--- src/rtl/formula_loader.sv ---
// formula_loader: assembles a serial literal stream into a packed SAT formula with valid/ready on both sides.
package common;
    localparam int number_clauses = 10;
    localparam int number_literal = 5;
    localparam int LIT_W = $clog2(number_literal + 1);
    localparam int CL_W = $clog2(number_clauses + 1);
    typedef struct packed {
        logic [LIT_W-1:0] num;
        logic             val;
    } literal;
    typedef struct packed {
        logic [LIT_W-1:0]                len;
        literal [number_literal-1:0]     lits;
    } clause;
    typedef struct packed {
        logic [CL_W-1:0]                 len;
        clause [number_clauses-1:0]      clauses;
    } formula;
endpackage

module formula_loader #(
    parameter int NUM_CLAUSES = common::number_clauses,
    parameter int NUM_LITERALS = common::number_literal,
    localparam int LW = $clog2(NUM_LITERALS + 1),
    localparam int CW = $clog2(NUM_CLAUSES + 1)
) (
    input  logic           clk,
    input  logic           rst,
    input  logic           in_valid,
    output logic           in_ready,
    input  logic [LW-1:0]  in_num,
    input  logic           in_val,
    input  logic           in_eoc,
    input  logic           in_eof,
    output common::formula out_formula,
    output logic           out_valid,
    input  logic           out_ready,
    output logic           err,
    output logic [1:0]     err_code
);
    typedef enum logic [1:0] {COLLECT, DONE, ERR} state_t;

    state_t         state, state_n;
    common::formula f, f_n;
    logic [LW-1:0]  lit_idx, lit_n;
    logic [CW-1:0]  clause_idx, clause_n;
    logic           err_n, accept, last;
    logic [1:0]     code_n, bad;

    assign in_ready = state != DONE;
    assign out_valid = state == DONE;
    assign out_formula = f;
    assign accept = in_valid && in_ready;
    assign last = in_eoc || in_eof;
    assign bad = (in_num == '0 || in_num > LW'(NUM_LITERALS)) ? 2'd1 :
                 (lit_idx == LW'(NUM_LITERALS))                ? 2'd2 :
                 (clause_idx == CW'(NUM_CLAUSES))              ? 2'd3 : 2'd0;

    always_comb begin
        state_n = state;
        f_n = f;
        lit_n = lit_idx;
        clause_n = clause_idx;
        err_n = 1'b0;
        code_n = 2'd0;
        if (state == COLLECT && accept) begin
            if (bad != 2'd0) begin
                // an erroring eof beat both flags and closes the stream, so err only pulses
                err_n = 1'b1;
                code_n = bad;
                if (in_eof) begin
                    f_n = '0;
                    lit_n = '0;
                    clause_n = '0;
                end else begin
                    state_n = ERR;
                end
            end else begin
                f_n.clauses[clause_idx].lits[lit_idx] = {in_num, in_val};
                f_n.clauses[clause_idx].len = lit_idx + LW'(1);
                f_n.len = clause_idx + CW'(1);
                lit_n = last ? '0 : lit_idx + LW'(1);
                clause_n = last ? clause_idx + CW'(1) : clause_idx;
                state_n = in_eof ? DONE : COLLECT;
            end
        end else if (state == DONE && out_ready) begin
            state_n = COLLECT;
            f_n = '0;
            lit_n = '0;
            clause_n = '0;
        end else if (state == ERR) begin
            err_n = !(accept && in_eof);
            code_n = (accept && in_eof) ? 2'd0 : err_code;
            if (accept && in_eof) begin
                state_n = COLLECT;
                f_n = '0;
                lit_n = '0;
                clause_n = '0;
            end
        end
    end

    always_ff @(posedge clk or posedge rst) begin
        if (rst) begin
            state <= COLLECT;
            f <= '0;
            lit_idx <= '0;
            clause_idx <= '0;
            err <= 1'b0;
            err_code <= 2'd0;
        end else begin
            state <= state_n;
            f <= f_n;
            lit_idx <= lit_n;
            clause_idx <= clause_n;
            err <= err_n;
            err_code <= code_n;
        end
    end
endmodule

--- config.mk ---
export PLATFORM = sky130hd
export DESIGN_NAME = formula_loader
export DESIGN_NICKNAME = d
export VERILOG_FILES = /design/src/rtl/formula_loader.sv
export SDC_FILE = /design/constraint.sdc
export NUM_CORES = 1
export LEC_CHECK = 0
export CORE_MARGIN = 2
export CORE_UTILIZATION = 45
export DETAILED_ROUTE_END_ITERATION = 6
export HOLD_SLACK_MARGIN = 0.05
export PLACE_DENSITY = 0.76
export REMOVE_ABC_BUFFERS = 1
export SLEW_MARGIN = 25
export SYNTH_ARGS = -nofsm -noshare
export SYNTH_HDL_FRONTEND = slang
export SYNTH_SLANG_ARGS = --single-unit
export TNS_END_PERCENT = 1
--- constraint.sdc ---
create_clock -name clk -period 6.84 [get_ports clk]
set_input_delay 0.684 -clock clk [delete_from_list [all_inputs] [get_ports clk]]
set_output_delay 0.684 -clock clk [all_outputs]
set_load 0.05 [all_outputs]
==> out/qor.json <==
{
  "layout": {
    "nNetsFinal": 1239,
    "post-route-cell-area_sq_um": 14300,
    "layout-drive-gt1-share": 0.0579,
    "n_fill_cell": 1948,
    "antennaDiodeCount": 0
  },
  "power": {
    "power_frac_comb": 0.280,
    "ir_worst_vdd_mv": 0.192,
    "power.clock.fraction": 0.344,
    "total_power_mw": 4.33
  },
  "setup_path": {
    "critPathMaxStageDelay_ns": 0.81,
    "cp_top_family": "buffers and inverters",
    "cp_common_cell": "sky130_fd_sc_hd__buf_4",
    "worst_path_max_delay_cell": "sky130_fd_sc_hd__dfrtp_1",
    "crit-reg2reg-capture": "out_formula[158]",
    "reg2reg_from": "lit_idx[1]",
    "critical_path.max_fanout": 68,
    "endpoint_kind": "flop",
    "depth_of_the_worst_register_to_register_path": 8,
    "timing.critical_path.from_type": "flop"
  },
  "logic_synthesis": {
    "synth.top_cells.by_area": "sky130_fd_sc_hd__dfrtp_1 57%, sky130_fd_sc_hd__o22ai_1 9.3%, sky130_fd_sc_hd__inv_1 5.9%, sky130_fd_sc_hd__mux2i_1 5.6%, sky130_fd_sc_hd__a22o_1 4.2%",
    "synthDominantCellAreaShare": 0.575,
    "ys_sh_mux": 0.0561,
    "syn_area_per_cell_sq_um": 10.7,
    "post_synth_xor_area_fraction": 0.00327,
    "ys.flops": 246,
    "yosysWarningCount": 0,
    "synth_top_cell_by_area": "sky130_fd_sc_hd__dfrtp_1",
    "synth.cell_area_sq_um": 10700,
    "most_frequent_cell_after_synthesis": "sky130_fd_sc_hd__dfrtp_1",
    "synth.comb.largest_family": "AND-OR/OR-AND gates",
    "postSynthCellCount": 1003,
    "synth-async-reset-ratio": 1.00,
    "synth_cell_types": 50,
    "flop_cell": "sky130_fd_sc_hd__dfrtp_1",
    "synth-cells-yosys": 1003
  },
  "global_route": {
    "largest_net_degree_at_the_start_of_global_routing": 161,
    "grt_remaining_overflow": 0,
    "globalRouteMet3Util": 0.0523,
    "gr-max-usage-layer": "met2",
    "grt_antenna_before_repair": 0,
    "wire_length_of_the_first_global_routing_pass_um": 49800,
    "global_route.usage.met1": 0.365
  },
  "clock_network": {
    "ctsHtreeMaxLevel": 1,
    "cts_post_setup_buffers_inserted": 0,
    "clock_path_buffers": 3,
    "clk_pin_slew_worst_paths_ns": 0.06,
    "clock_network_latency_to_the_later_pin_of_the_worst_skew_pair_ns": 0.53,
    "cts-root-buf": "sky130_fd_sc_hd__clkbuf_16",
    "clock_tree_from_tritoncts": "yes",
    "clkSinkCount": 246,
    "holdBufCountCts": 0
  },
  "place": {
    "io_buffer_count": 248,
    "dpl_cell_area_sq_um": 13400,
    "gp_congestion": 0.825,
    "post-dp-hpwl_um": 21500
  },
  "route": {
    "via_cell_ratio": 5.64,
    "drt_first_iter_violations": 688,
    "antenna_left": 0,
    "remaining_drc_errors": 0
  },
  "floorplan": {
    "std_cell_rows": 56,
    "overall_die_area_sq_um": 25100,
    "fp.dieW_um": 158,
    "fp_util": 0.458
  },
  "timing": {
    "report.final.slew_viol_count": 0,
    "finalWorstPathRequiredPeriod_ns": 3.89,
    "final_hold_viol_count": 0,
    "period_utilisation_layout": 0.569,
    "grt_setup_unrepaired": "false",
    "slew-limit-headroom": 0.252,
    "max_clock_freq_mhz": 257,
    "tightest_slew_ns": 1.11
  },
  "hold_path": {
    "hold_class": "flop to flop",
    "min_path_cells": 1,
    "min-delay-start": "err_code[0]"
  },
  "job": {
    "openroad.warnings": 31,
    "drv.max_cap_violation_count": 0
  },
  "outcome": {
    "status": "finished, final reports clean"
  }
}
==> stage by stage <==
stage	hold slack (ns)	TNS [ns]	instances	worst slack, ns
2_1_floorplan	0.544	-612.27	936	-2.92
3_3_place_gp	0.464	0	1514	2.86
3_5_place_dp	0.471	0	1514	2.78
4_1_cts	0.483	0	1562	3.02
5_1_grt	0.504	0	1562	2.74
6_report	0.483	0	1562	2.95
==> kinds of logic (layout without fill, tap and decap cells) <==
family          Yosys count  after routing
compound gates          260            260
flops                   246            246
buf+inv                 234            474
simple gates            193            193
mux                      60             60
fa+ha+maj                 6              6
xor+xnor                  4              4
==> registers in the layout, indices dropped and copies added (netlist names) <==
| name | flops |
|---|---|
| clause_idx | 4 |
| err | 1 |
| err_code | 2 |
| lit_idx | 3 |
| out_formula | 234 |
| state | 2 |
==> routing by layer <==
metal	wire [um]	up-vias
met5	0	-
met3	2740	49
met4	566	0
met1	14000	4396
li1	-	3966
met2	15300	394
==> cells in the final DEF, fill, tap and decap left out, drive strengths merged, types with 4 or more instances in the layout <==
master and count:
clkbuf 36, nor3b 5, a22o 51, and3 4, dfrtp 246, buf 11, clkdlybuf4s50 248, and4b 4
o21ai 20, or4b 4, ha 6, inv 167, nand2 54, a32o 16, and2 19, nor4bb 4
nor2b 6, nand3 55, o22ai 160, clkinv 7, mux2i 60, nor4b 5, nor2 15
==> cell type report <==
cell class              count  area, sq um  area share
flip-flops and latches    246         6160       0.431
multi-input cells         523         3620       0.253
inverters                 167          634      0.0444
clock inverters            12          151      0.0106
well taps                 319          399      0.0279
clock buffers              36          759      0.0531
repair buffers            259         2580       0.180
==> worst max path at each step <==
| stage | from | endpoint | slack, ns | cells after the start |
|---|---|---|---|---|
| 4_1_cts | lit_idx[1] | out_formula[158] | 3.02 | 8 |
| 3_5_place_dp | in_valid | out_formula[158] | 2.78 | 7 |
| 3_3_place_gp | in_valid | out_formula[158] | 2.86 | 7 |
| 2_1_floorplan | lit_idx[1] | out_formula[62] | -2.92 | 6 |
| 6_report | lit_idx[1] | out_formula[158] | 2.95 | 8 |
| 5_1_grt | lit_idx[1] | out_formula[112] | 2.74 | 8 |
==> power by group through the flow <==
stage	Clock (mW)	Sequential (mW)	Combinational (mW)
floorplan	0	1.85	0.611
detailed placement	0	1.65	1.20
CTS	1.50	1.62	1.21
finish	1.49	1.63	1.21
global placement	0	1.65	1.18
global route	1.56	1.64	1.29
Figure 1. Floorplan with the power grid.
Scale bar: 50 um. Pins as bars on the die edge. Tap cells in gray.
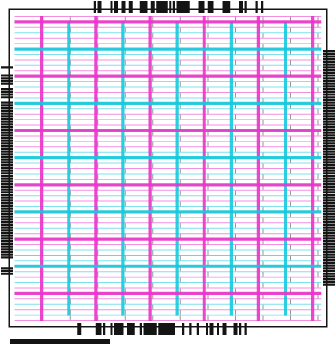
[VSS] magenta
[VDD] cyan
tap cells: 319
met1 rails: 57
met4 straps: 11

Figure 2. Cell classes on the final placement.
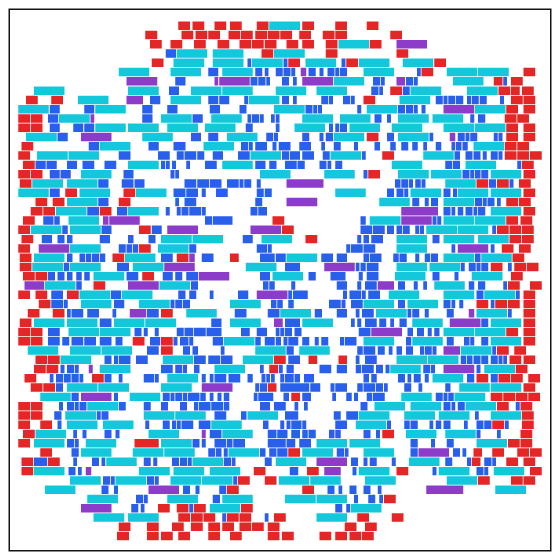
[flops] cyan | cells: 246 | share of their area: 44%
[combinational and other logic] blue | cells: 690 | share of their area: 31%
[other buffers and delay cells] red | cells: 259 | share of their area: 19%
[clock drivers and dummy loads] purple | cells: 48 | share of their area: 6.6%

Figure 3. Routed clock nets over the placement.
Scale bar: 50 um.
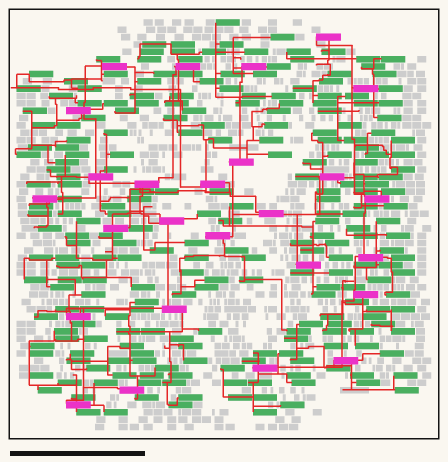
[clock drivers] magenta | count: 26
[clock wires] red | length: 3050 um
[flip-flops] green | count: 246
routed clock nets: 27

Figure 4. Wiring by layer.
Scale bar: 50 um. Two of the layers only.
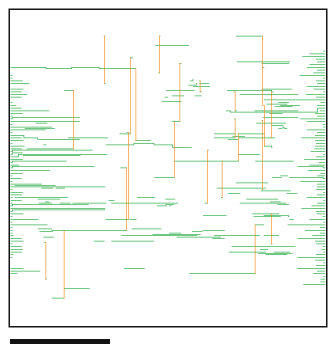
[metal 3] green | wire length: 2750 um
[metal 4] orange | wire length: 566 um
total routing resource utilization after global routing: 0.255
via count: 8805
detailed-route wire length: 32600 um
Routed WL per cell: 20.8 um

No activity file was given, so power comes from the tool's default toggle rates.
